[src/rtl/mu0_tune_pkg.sv]
// Shared types and constants for the MU0 buzzer tune player.
package mu0_tune_pkg;

  typedef enum logic [3:0] {
    S_IDLE,
    S_FETCH,
    S_DECODE,
    S_WRITE,
    S_WAIT_HI,
    S_WAIT_LO,
    S_REST,
    S_NEXT,
    S_FINISH,
    S_SILENCE
  } tune_state_e;

  localparam logic [15:0] TERMINATOR  = 16'h0000;
  localparam logic [11:0] BUZZER_ADDR = 12'hFFD;

  // Note word field positions
  localparam int unsigned PROG_BIT = 15;
  localparam int unsigned DUR_MSB  = 11;
  localparam int unsigned DUR_LSB  = 8;
  localparam int unsigned OCT_MSB  = 7;
  localparam int unsigned OCT_LSB  = 4;
  localparam int unsigned NOTE_MSB = 3;
  localparam int unsigned NOTE_LSB = 0;

  // Duration / rest-step field of a note word
  function automatic logic [3:0] note_dur(input logic [15:0] word);
    return word[DUR_MSB:DUR_LSB];
  endfunction

endpackage

[src/rtl/mu0_tune_player_if.sv]
// Shared memory port between the tune player (master) and arbiter/RAM (slave).
interface mu0_tune_player_if;
  logic        bus_req;
  logic        bus_gnt;
  logic [11:0] mem_address;
  logic [15:0] mem_read_data;
  logic [15:0] mem_write_data;
  logic        mem_WEn;

  modport master (
    output bus_req, mem_address, mem_write_data, mem_WEn,
    input  bus_gnt, mem_read_data
  );

  modport slave (
    input  bus_req, mem_address, mem_write_data, mem_WEn,
    output bus_gnt, mem_read_data
  );
endinterface

[src/rtl/mu0_tune_player_rest_timer.sv]
// Loadable 24-bit down-counter timing rests in units of STEP_CYCLES.
module tune_rest_timer #(
  parameter int unsigned STEP_CYCLES = 800_000
) (
  input  logic       clk_i,
  input  logic       rst_i,
  input  logic       load_i,
  input  logic [3:0] steps_i,
  output logic       expired_o
);

  localparam logic [23:0] STEP = 24'(STEP_CYCLES);

  logic [23:0] count_q, count_d;

  // Load steps*STEP_CYCLES, otherwise count down to zero and hold
  always_comb begin
    count_d = count_q;
    if (load_i) begin
      count_d = 24'(steps_i) * STEP;
    end else if (count_q != '0) begin
      count_d = count_q - 24'd1;
    end
  end

  // Counter register
  always_ff @(posedge clk_i or posedge rst_i) begin
    if (rst_i) begin
      count_q <= '0;
    end else begin
      count_q <= count_d;
    end
  end

  // Last cycle of the rest: the loaded value N yields exactly N cycles
  assign expired_o = (count_q <= 24'd1);

endmodule

[src/rtl/mu0_tune_player.sv]
// Autonomous tune sequencer: fetches note words from RAM and plays them on
// the buzzer register. Optional macro TUNE_LOOP_EN enables looping on the
// terminator when loop_en is high.
module mu0_tune_player
  import mu0_tune_pkg::*;
#(
  parameter int unsigned STEP_CYCLES = 800_000,
  parameter logic [11:0] END_ADDR    = 12'hEFF,
  parameter logic [11:0] BUZZER_ADDR = mu0_tune_pkg::BUZZER_ADDR
) (
  input  logic                  Clk,
  input  logic                  Reset,
  input  logic                  start,
  input  logic                  stop,
  input  logic [11:0]           base_addr,
  input  logic                  loop_en,
  mu0_tune_player_if.master     mem,
  input  logic                  buzzer_busy,
  output logic                  playing,
  output logic                  done,
  output logic                  overrun,
  output logic [11:0]           cur_addr
);

  tune_state_e state_q, state_d;
  logic [11:0] ptr_q, ptr_d;
  logic [15:0] note_q, note_d;
  logic        overrun_q, overrun_d;
  logic [1:0]  wait_q, wait_d;
  logic        rest_load, rest_expired;
  logic        done_d;

  logic        bus_req_q;
  logic [11:0] addr_q;
  logic [15:0] wdata_q;
  logic        playing_q, done_q;

  logic        loop_take;
  logic [11:0] loop_addr;

`ifdef TUNE_LOOP_EN
  logic [11:0] base_q;

  // Remember the tune start address for looping
  always_ff @(posedge Clk or posedge Reset) begin
    if (Reset) begin
      base_q <= '0;
    end else if (state_q == S_IDLE && start) begin
      base_q <= base_addr;
    end
  end

  assign loop_take = loop_en;
  assign loop_addr = base_q;
`else
  logic unused_loop_en;
  assign unused_loop_en = loop_en;
  assign loop_take      = 1'b0;
  assign loop_addr      = '0;
`endif

  tune_rest_timer #(
    .STEP_CYCLES(STEP_CYCLES)
  ) u_rest_timer (
    .clk_i    (Clk),
    .rst_i    (Reset),
    .load_i   (rest_load),
    .steps_i  (note_dur(note_q)),
    .expired_o(rest_expired)
  );

  // Next-state logic; stop overrides every other transition
  always_comb begin
    state_d   = state_q;
    ptr_d     = ptr_q;
    note_d    = note_q;
    overrun_d = overrun_q;
    wait_d    = wait_q;
    rest_load = 1'b0;
    done_d    = 1'b0;

    case (state_q)
      S_IDLE: begin
        if (start) begin
          ptr_d     = base_addr;
          overrun_d = 1'b0;
          state_d   = S_FETCH;
        end
      end
      S_FETCH: begin
        if (mem.bus_gnt) begin
          note_d  = mem.mem_read_data;
          state_d = S_DECODE;
        end
      end
      S_DECODE: begin
        if (note_q == TERMINATOR) begin
          if (loop_take) begin
            ptr_d   = loop_addr;
            state_d = S_FETCH;
          end else begin
            state_d = S_FINISH;
          end
        end else if (note_dur(note_q) == 4'd0) begin
          state_d = S_NEXT;
        end else if (note_q[PROG_BIT]) begin
          state_d = S_WRITE;
        end else begin
          rest_load = 1'b1;
          state_d   = S_REST;
        end
      end
      S_WRITE: begin
        if (mem.bus_gnt) begin
          wait_d  = '0;
          state_d = S_WAIT_HI;
        end
      end
      S_WAIT_HI: begin
        if (buzzer_busy) begin
          state_d = S_WAIT_LO;
        end else if (wait_q == 2'd3) begin
          state_d = S_NEXT;
        end else begin
          wait_d = wait_q + 2'd1;
        end
      end
      S_WAIT_LO: begin
        if (!buzzer_busy) state_d = S_NEXT;
      end
      S_REST: begin
        if (rest_expired) state_d = S_NEXT;
      end
      S_NEXT: begin
        if (ptr_q == END_ADDR) begin
          overrun_d = 1'b1;
          state_d   = S_FINISH;
        end else begin
          ptr_d   = ptr_q + 12'd1;
          state_d = S_FETCH;
        end
      end
      S_FINISH: begin
        state_d = S_IDLE;
      end
      S_SILENCE: begin
        if (mem.bus_gnt) begin
          done_d  = 1'b1;
          state_d = S_IDLE;
        end
      end
      default: state_d = S_IDLE;
    endcase

    // Stop discards whatever this cycle would have changed
    if (stop && state_q != S_IDLE) begin
      state_d   = S_SILENCE;
      ptr_d     = ptr_q;
      note_d    = note_q;
      overrun_d = overrun_q;
      rest_load = 1'b0;
      done_d    = 1'b0;
    end

    if (state_d == S_FINISH) done_d = 1'b1;
  end

  // State and registered outputs, the latter decoded from next state
  always_ff @(posedge Clk or posedge Reset) begin
    if (Reset) begin
      state_q   <= S_IDLE;
      ptr_q     <= '0;
      note_q    <= '0;
      overrun_q <= 1'b0;
      wait_q    <= '0;
      bus_req_q <= 1'b0;
      addr_q    <= '0;
      wdata_q   <= '0;
      playing_q <= 1'b0;
      done_q    <= 1'b0;
    end else begin
      state_q   <= state_d;
      ptr_q     <= ptr_d;
      note_q    <= note_d;
      overrun_q <= overrun_d;
      wait_q    <= wait_d;
      bus_req_q <= (state_d == S_FETCH) || (state_d == S_WRITE) || (state_d == S_SILENCE);
      addr_q    <= (state_d == S_FETCH) ? ptr_d :
                   ((state_d == S_WRITE) || (state_d == S_SILENCE)) ? BUZZER_ADDR : '0;
      wdata_q   <= (state_d == S_WRITE) ? note_d : '0;
      playing_q <= (state_d != S_IDLE);
      done_q    <= done_d;
    end
  end

  assign mem.bus_req        = bus_req_q;
  assign mem.mem_address    = addr_q;
  assign mem.mem_write_data = wdata_q;
  assign mem.mem_WEn        = bus_req_q & mem.bus_gnt &
                              ((state_q == S_WRITE) || (state_q == S_SILENCE));

  assign playing  = playing_q;
  assign done     = done_q;
  assign overrun  = overrun_q;
  assign cur_addr = ptr_q;

endmodule

[src/flat_wrapper.sv]
// flat-port wrapper written by rule: the top's interface ports become plain ports
module mu0_tune_player_flat import mu0_tune_pkg::*;
#(
  parameter int unsigned STEP_CYCLES = 800_000,
  parameter logic [11:0] END_ADDR    = 12'hEFF,
  parameter logic [11:0] BUZZER_ADDR = mu0_tune_pkg::BUZZER_ADDR
)
  (Clk, Reset, start, stop, base_addr, loop_en, buzzer_busy, playing, done, overrun, cur_addr, mem_bus_req, mem_mem_address, mem_mem_write_data, mem_mem_WEn, mem_bus_gnt, mem_mem_read_data);
  mu0_tune_player_if mem_i ();
  input  logic Clk;
  input  logic Reset;
  input  logic start;
  input  logic stop;
  input  logic [11:0] base_addr;
  input  logic loop_en;
  input  logic buzzer_busy;
  output logic playing;
  output logic done;
  output logic overrun;
  output logic [11:0] cur_addr;
  output wire logic [$bits(mem_i.bus_req)-1:0] mem_bus_req;
  output wire logic [$bits(mem_i.mem_address)-1:0] mem_mem_address;
  output wire logic [$bits(mem_i.mem_write_data)-1:0] mem_mem_write_data;
  output wire logic [$bits(mem_i.mem_WEn)-1:0] mem_mem_WEn;
  input wire logic [$bits(mem_i.bus_gnt)-1:0] mem_bus_gnt;
  input wire logic [$bits(mem_i.mem_read_data)-1:0] mem_mem_read_data;
  assign mem_bus_req = mem_i.bus_req;
  assign mem_mem_address = mem_i.mem_address;
  assign mem_mem_write_data = mem_i.mem_write_data;
  assign mem_mem_WEn = mem_i.mem_WEn;
  assign mem_i.bus_gnt = mem_bus_gnt;
  assign mem_i.mem_read_data = mem_mem_read_data;
  mu0_tune_player #(.STEP_CYCLES(STEP_CYCLES), .END_ADDR(END_ADDR), .BUZZER_ADDR(BUZZER_ADDR)) u_core (.Clk(Clk), .Reset(Reset), .start(start), .stop(stop), .base_addr(base_addr), .loop_en(loop_en), .mem(mem_i), .buzzer_busy(buzzer_busy), .playing(playing), .done(done), .overrun(overrun), .cur_addr(cur_addr));
endmodule
[config.mk]
export PLATFORM = sky130hd
export DESIGN_NAME = mu0_tune_player_flat
export DESIGN_NICKNAME = d
export VERILOG_FILES = /design/src/rtl/mu0_tune_pkg.sv /design/src/rtl/mu0_tune_player_if.sv /design/src/rtl/mu0_tune_player_rest_timer.sv /design/src/rtl/mu0_tune_player.sv /design/src/flat_wrapper.sv
export SDC_FILE = /design/constraint.sdc
export NUM_CORES = 1
export LEC_CHECK = 0
export CAP_MARGIN = 30
export CORE_UTILIZATION = 33
export DETAILED_ROUTE_END_ITERATION = 16
export PLACE_DENSITY_LB_ADDON = 0.1
export SLEW_MARGIN = 20
export SYNTH_ARGS = -nofsm -noshare
export SYNTH_HDL_FRONTEND = slang
export SYNTH_HIERARCHICAL = 1
export SYNTH_SLANG_ARGS = --single-unit
[constraint.sdc]
create_clock -name Clk -period 5.4 [get_ports Clk]
set_input_delay 1.08 -clock Clk [delete_from_list [all_inputs] [get_ports Clk]]
set_output_delay 1.08 -clock Clk [all_outputs]
set_load 0.03 [all_outputs]
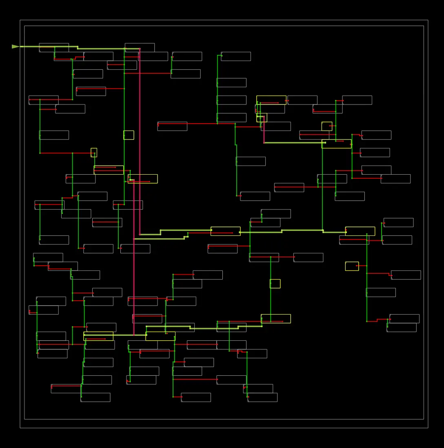
(run_1/clock_nets.png)
clk sinks: 90
CTS buffer count: 9
Clock Latency Late Sink: 0.35 ns
# clk buffers: 9

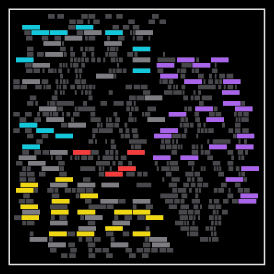
(run_1/ff_map.png)
(2 px per micron) Other sequential cells in the stronger grey, the rest of the logic in the fainter grey.
purple -> u_core/u_rest_timer/count_q  # sequential cells 24
cyan -> u_core/mem.mem_address  # sequential cells 12, where top left
red -> u_core/state_q  # sequential cells 4, where middle
yellow -> u_core/note_q  # sequential cells 16
not coloured = 34
Sequential Area: 0.00225 sq mm
Finished Core Util: 42.1%
flop share of the area: 35.2%
sequential power: 1.25 mW

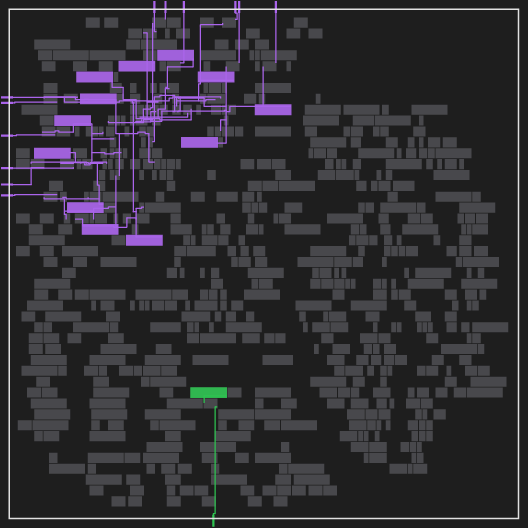
(run_1/port_trees.png)
(4 px per micron)
purple -> cur_addr  # bits 12, direction output, edge 6 left, 6 top, end cells 12, buffers 12, wire 735 microns
green -> playing  # bits 1, direction output, edge bottom, end cells 1, buffers 1, wire 35.5 microns
IO Count: 80
I/O Buffers: 78

==> Slide: Implementation Results, run 1 <==
Run Summary

Synthesis
  – Top cell area share: 43.7%
  – Top cells by area: dfrtp_1 (44%), ha_1 (5.3%), mux2_2 (4.2%)
  – Synth Flop Type: dfrtp_1
  – Cell Area, Synth: 0.00515 sq mm
  – Yosys top cell by area: dfrtp_1
  – Synthesized area per cell: 10.0 sq um
  – Ys cells: 514
  – Synth warn: 6
  – Async SR Flop Fraction: 100%
  – Top post-synthesis cells by count: dfrtp_1 (90), nand2_1 (43), nor2_1 (39)
  – Most frequent cell after synthesis: dfrtp_1
  – Mapped Cells: 514
  – YS chip area: 0.00515 sq mm
  – Syn_nets: 571
  – Seq/Total Area, Yosys: 43.7%
  – Post-synthesis cell type count: 71
  – Number of synthesized flops with an enable pin: 0
  – #FFs+latches synth: 90

Worst setup path
  – CP bufs+invs: 2
  – Largest stage delay, worst path: 0.71 ns
  – Slowest library cell on the worst path: clkdlybuf4s50_1
  – Crit Reg-Reg Startpoint: u_core/u_rest_timer/count_q[14]$_DFFE_PP0P_
  – Reg2reg path depth: 8
  – Worst path arrival time: 2.83 ns
  – Critical path fanouts, max: 6
  – Crit path kind: input port to output port
  – Worst EP required: 4.32 ns
  – Cell family with most CP delay: buffers and inverters
  – CP Capture Type: output port
  – CP Launch Type: input port
  – Worst path most repeated cell: clkdlybuf4s50_1
  – R2r endpoint: u_core/mem.mem_write_data[11]$_DFF_PP0_

Hold path
  – Hold_sp: u_core/wait_q[1]$_DFFE_PP0P_
  – Hold Crit Endpoint: u_core/wait_q[1]$_DFFE_PP0P_
  – Worst hold stages: 1
  – Worst min path class: flop to flop

Final timing
  – Worst-margin pin slew: 0.736 ns
  – Cycle use final: 72.4%
  – Hold_ws: 0.512 ns
  – Max-slew violations: 0
  – RSZ-0062 raised after global routing: no
  – Setup violations, final: 0
  – Relative slew slack: 50.9%
  – Final setup margin: 1.49 ns
  – Crit path time final: 3.91 ns
  – Hold Vio Cnt, Final: 0
  – Setup TNS: 0 ns
  – Max Fclk: 0.256 GHz
  – Clock skew: 0.00942 ns

Placement
  – Dpl cell area: 0.00612 sq mm
  – Pre-CTS setup slack: 1.46 ns
  – Routability cong.: 0.824
  – Placed instance count: 762

Power and ir drop
  – Combinational gate power: 1.66 mW
  – Sw frac: 42.5%
  – Cell Pwr Density: 549 mW/mm^2
  – Reg power frac: 35.6%
  – Worst vdd ir: 230 uV
  – Leakage power figure: 2.63 nW
  – Pint: 2.02 mW
  – Pwr Total: 3.51 mW
  – Clk power: 0.600 mW
  – P_sw: 1.49 mW
  – Power share of the clock group: 17.1%
  – Gate power share: 47.3%

Die
  – Die X: 127 microns
  – Height of the die: 127 microns
  – FP Rows: 45
  – CORE AREA: 0.0152 sq mm
  – Die Size: 0.0161 sq mm

Clock tree
  – Clock Path Buffers: 2
  – Htree depth: 3
  – Hold Buf Count CTS: 0
  – Clock-pin slew of the registers on the worst-case setup and hold paths: 0.06 ns
  – Post-CTS Setup Bufs: 0
  – Cts repair resizes: 0
  – Clock root cell: clkbuf_16
  – CTS tree: built

Job
  – Number of max-cap violations: 0
  – Tool Warnings: 31

Global routing
  – GR Overflow Total: 0
  – First-pass GRT wire length: 21300 microns
  – Vias in the first global route: 4109
  – Initial antenna violation count: 0
  – Pin count of the biggest net entering global routing: 36
  – Gr usage total: 16.9%

Finish
  – Most numerous logic cell after layout: dfrtp_1
  – Dominant logic cell types in the final layout: dfrtp_1 (90), clkdlybuf4s50_1 (78), nand2_1 (43)
  – Diode count: 0
  – Layout cells sized above 1: 10.7%
  – Layout area overhead: 24.2%
  – Nets: 642
  – Final instance area: 0.00639 sq mm
  – Final std cells w/o fill: 777

Route
  – First-pass DRT Iterations: 5
  – Routed len/inst: 16.5 microns
  – Vias/cell: 5.29
  – Residual DRC: 0
  – Routed WL: 12800 microns
  – DR vias: 4107
  – Initial DRC count: 233

Outcome
  – Status: finished clean
## run 1: area by class of cell
type / count / area [sq um]
repair buffers: 83 / 830
clock buffers: 9 / 225
multi-input cells: 387 / 2750
fillers: 1528 / 8810
clock inverters: 6 / 51.3
inverters: 14 / 52.6
well taps: 188 / 235
flip-flops and latches: 90 / 2250
## run 1: worst max path at each step
| stage | slack [ns] | cells after the start | startpoint | endpoint |
|---|---|---|---|---|
| final | 1.49 | 4 | mem_bus_gnt | mem_mem_WEn |
| after detailed placement | 1.46 | 6 | stop | u_core/mem.mem_write_data[4]$_DFF_PP0_ |
| after floorplan | 2.67 | 1 | Reset | u_core/cur_addr[0]$_DFF_PP0_ |
| after global routing | 1.43 | 4 | mem_bus_gnt | mem_mem_WEn |
| after global placement | 1.52 | 6 | stop | u_core/mem.mem_write_data[2]$_DFF_PP0_ |
| after CTS | 1.50 | 4 | mem_bus_gnt | mem_mem_WEn |
## run 1: cells by family after synthesis
kind of cell / share of synthesized area, %
compound gates: 15.1
flops: 43.7
simple gates: 21.7
fa+ha+maj: 5.34
xor+xnor: 5.61
buf+inv: 3.18
mux: 5.32
## run 1: layer usage
layer / vias up / share of wire (%) / global-route usage, %
met2: 73 / 49 / 28.4
met4: 0 / 1.1 / 4.27
met3: 9 / 4.0 / 4.85
met1: 2015 / 46 / 21.3
li1: 2010 / - / -
met5: - / 0 / 0
## run 1: state kept, by name, indices dropped and copies added (netlist names)
register	cells
u_core/u_rest_timer/count_q	24
u_core/mem.mem_write_data	16
u_core/note_q	16
u_core/cur_addr	12
u_core/mem.mem_address	12
u_core/state_q	4
u_core/wait_q	2
u_core/done	1
u_core/mem.bus_req	1
u_core/overrun	1
u_core/playing	1
==> run_1/gates.png <==
(3 px per micron)
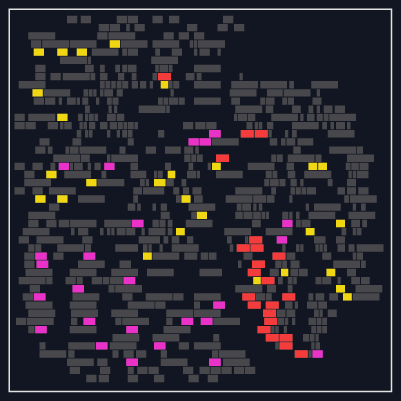

--- run 2 (diff from run 1) ---
clock period = 4.05 ns   (was 5.4 ns; I/O delays follow)
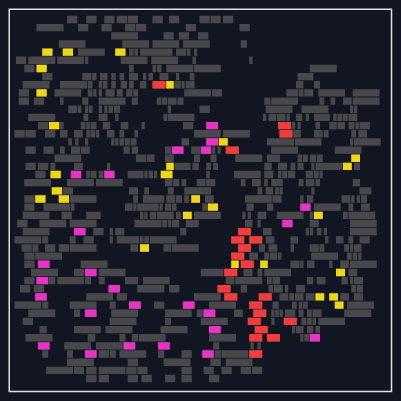
(run_2/gates.png)
(3 px per micron)
red -> fa/ha/maj cells  # cells 22
magenta -> mux cells  # cells 25
yellow -> non-inverting ao/oa cells  # cells 27

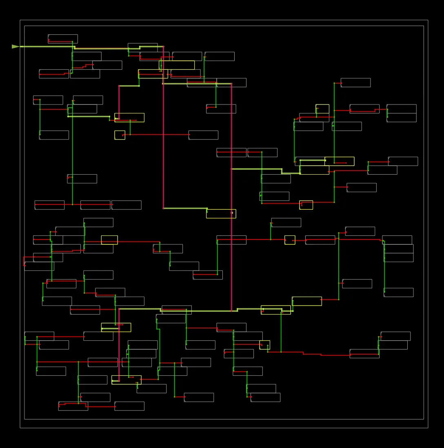
(run_2/clock_nets.png)
Clk power: 0.902 mW
num sequential: 90
# clk buffers: 10
clock skew: 0.00987 ns

==> run 2 against run 1 <==
Critical path depth is the same. Final area up 1.2%. Sequential share of layout area is 0.42 points lower. Combinational power is 36% higher. Largest power group unchanged. Synthesized cell count did not move.
==> Slide: Implementation Results, run 2 <==
Run Summary

Outcome
  – Status: finished clean

Synthesis
  – Async SR Flop Fraction: 100% (unchanged)
  – Most frequent cell after synthesis: dfrtp_1
  – YS chip area: 0.00515 sq mm (unchanged)
  – Number of synthesized flops with an enable pin: 0 (unchanged)
  – Top post-synthesis cells by count: dfrtp_1 (90), nand2_1 (43), nor2_1 (39)
  – Yosys top cell by area: dfrtp_1
  – Top cell area share: 43.7% (unchanged)
  – Top cells by area: dfrtp_1 (44%), ha_1 (5.3%), mux2_2 (4.2%)
  – Seq/Total Area, Yosys: 43.7% (unchanged)
  – Syn_nets: 571 (unchanged)
  – #FFs+latches synth: 90 (unchanged)
  – Post-synthesis cell type count: 71 (unchanged)
  – Synth Flop Type: dfrtp_1
  – Ys cells: 514 (unchanged)
  – Synthesized area per cell: 10.0 sq um (unchanged)
  – Cell Area, Synth: 0.00515 sq mm (unchanged)
  – Mapped Cells: 514 (unchanged)
  – Synth warn: 6 (unchanged)

Worst setup path
  – R2R setup slack: 0.80 ns
  – R2r endpoint: u_core/mem.mem_address[0]$_DFF_PP0_
  – Worst path arrival time: 2.51 ns (-0.32 ns)
  – Crit Reg-Reg Startpoint: u_core/u_rest_timer/count_q[14]$_DFFE_PP0P_
  – Worst Setup EP: mem_mem_WEn
  – Largest stage delay, worst path: 0.70 ns (about the same)
  – Crit path kind: input port to output port
  – Worst EP required: 3.24 ns (-1.08 ns)
  – Slowest library cell on the worst path: clkdlybuf4s50_1
  – Reg2reg path depth: 9 (+1)
  – Critical path fanouts, max: 6 (unchanged)
  – Worst path most repeated cell: clkdlybuf4s50_1
  – Worst-path cell chain: clkdlybuf4s50_1, nand3_1, nor2_1, clkdlybuf4s50_1
  – CP Launch Type: input port
  – CP Capture Type: output port
  – Crit path from: mem_bus_gnt

Finish
  – Sequential Area: 0.00225 sq mm (unchanged)
  – Layout area overhead: 25.7%
  – Diode count: 0 (unchanged)
  – Top reg by flops: u_core/u_rest_timer/count_q
  – Layout cells sized above 1: 11.6% (+0.90 points)
  – Nets: 647 (+0.78%)
  – Most numerous logic cell after layout: dfrtp_1
  – Multi-input gate area: 0.00275 sq mm (unchanged)
  – Max reg flops: 24 (unchanged)
  – Finished Core Util: 42.6% (+0.51 points)
  – FILL cells: 1509 (-1.2%)
  – Dominant logic cell types in the final layout: dfrtp_1 (90), clkdlybuf4s50_1 (78), nand2_1 (43)

Die
  – Die Size: 0.0161 sq mm (unchanged)
  – IO Count: 80 (unchanged)
  – Die X: 127 microns (unchanged)
  – FP Rows: 45 (unchanged)
  – Starting Density: 33.9%
  – CORE AREA: 0.0152 sq mm (unchanged)
  – Height of the die: 127 microns (unchanged)

Global routing
  – GR Overflow Total: 0 (unchanged)
  – Pin count of the biggest net entering global routing: 51 (+42%)
  – First-pass GRT wire length: 21300 microns (+0.26%)
  – Vias in the first global route: 4283 (+4.2%)
  – Initial antenna violation count: 0 (unchanged)
  – Gr usage total: 16.9% (-0.026 points)

Placement
  – HPWL Detailed: 9270 microns
  – I/O Buffers: 78 (unchanged)
  – Routability cong.: 0.825 (+0.19%)

Hold path
  – Hold_sp: u_core/overrun$_DFFE_PP0P_
  – Worst min path class: flop to flop
  – Worst hold stages: 2 (+1)
  – Hold Crit Endpoint: u_core/overrun$_DFFE_PP0P_

Clock tree
  – Clock-pin slew of the registers on the worst-case setup and hold paths: 0.07 ns (about the same)
  – Htree depth: 3 (unchanged)
  – Clock Path Buffers: 2 (unchanged)
  – Cts repair resizes: 0 (unchanged)
  – CTS buffer count: 9 (unchanged)
  – Post-CTS Setup Bufs: 0 (unchanged)
  – Hold Buf Count CTS: 0 (unchanged)
  – CTS tree: built
  – Clock Latency Late Sink: 0.35 ns (about the same)
  – Clock root cell: clkbuf_16
  – Clk sinks: 90 (unchanged)

Route
  – Residual DRC: 0 (unchanged)
  – Vias/cell: 5.29 (about the same)
  – First-pass DRT Iterations: 4 (-1)
  – Post-route ant nets: 0
  – DR vias: 4140 (+0.80%)
  – Routed len/inst: 16.4 microns (-0.68%)
  – Routed WL: 12800 microns (about the same)
  – Initial DRC count: 231 (-0.86%)

Power and ir drop
  – Cell Pwr Density: 743 mW/mm^2 (+35%)
  – P_sw: 2.02 mW (+35%)
  – Sw frac: 42.0% (-0.50 points)
  – Reg power frac: 34.5% (-1.1 points)
  – Worst vdd ir: 339 uV (+48%)
  – Pint: 2.79 mW (+38%)
  – Leakage power figure: 2.67 nW (+1.6%)
  – Gate power share: 46.7% (-0.6 points)
  – Power share of the clock group: 18.7% (+1.6 points)

Final timing
  – Crit path time final: 3.32 ns
  – Setup TNS: 0 ns (unchanged)
  – RSZ-0062 raised after global routing: no
  – Cycle use final: 82.1%
  – Setup violations, final: 0 (unchanged)
  – Hold Vio Cnt, Final: 0 (unchanged)
  – Worst-margin pin slew: 0.711 ns (-0.0255 ns)
  – Max-slew violations: 0 (unchanged)
  – Relative slew slack: 52.5% (+1.6 points)
  – Max Fclk: 0.301 GHz

Job
  – Tool Warnings: 31 (unchanged)
  – Number of max-cap violations: 0 (unchanged)
==> run 2: cells by family (layout without fill, tap and decap cells) <==
family | count (synthesis) | after routing | synth area share (%)
adder cells (fa/ha/maj) | 22 | 22 | 5.34
multiplexers | 25 | 25 | 5.32
flip-flops | 90 | 90 | 43.7
AND/OR/NAND/NOR | 201 | 201 | 21.7
XOR/XNOR | 33 | 33 | 5.61
AND-OR/OR-AND | 106 | 106 | 15.1
buffers and inverters | 37 | 118 | 3.18
==> run 2: power groups by stage <==
stage / Clock (mW) / Combinational (mW) / Sequential, mW
2_1_floorplan: 0 / 1.39 / 1.81
3_3_place_gp: 0 / 2.22 / 1.67
3_5_place_dp: 0 / 2.26 / 1.68
4_1_cts: 0.935 / 2.27 / 1.67
5_1_grt: 0.971 / 2.47 / 1.73
6_report: 0.902 / 2.25 / 1.66
==> run 2: final cells by class <==
cell class,instances,share of cell area (%)
clock buffer,10,3.69
clock inverter,6,1.22
inverter,14,0.851
multi-input combinational,387,42.5
sequential,90,34.8
tap,188,3.63
timing repair buffer,88,13.3
==> run 2: metal layers <==
layer | vias to the layer above | global-route usage (%) | share of wire [%]
li1 | 2019 | - | -
met1 | 2034 | 21.1 | 46
met5 | - | 0 | 0
met3 | 13 | 4.30 | 3.9
met2 | 74 | 28.6 | 48
met4 | 0 | 5.11 | 1.5
==> run 2: metrics by stage <==
step	instance area (sq um)	std cells	hold slack (ns)	total power, mW	worst slack (ns)
floorplan	5150	514	0.470	3.19	1.36
global placement	6140	766	0.490	3.89	0.706
detailed placement	6150	767	0.490	3.94	0.713
CTS	6470	783	0.506	4.87	0.700
global route	6470	783	0.528	5.18	0.590
finish	6470	783	0.501	4.81	0.725
==> run 2: critical path: cells and delay by family <==
family / cells / cell delay, ns
buffers and inverters: 2 / 1.32
and+or+nand+nor: 2 / 0.39
Power is estimated from default activity; no workload was simulated.
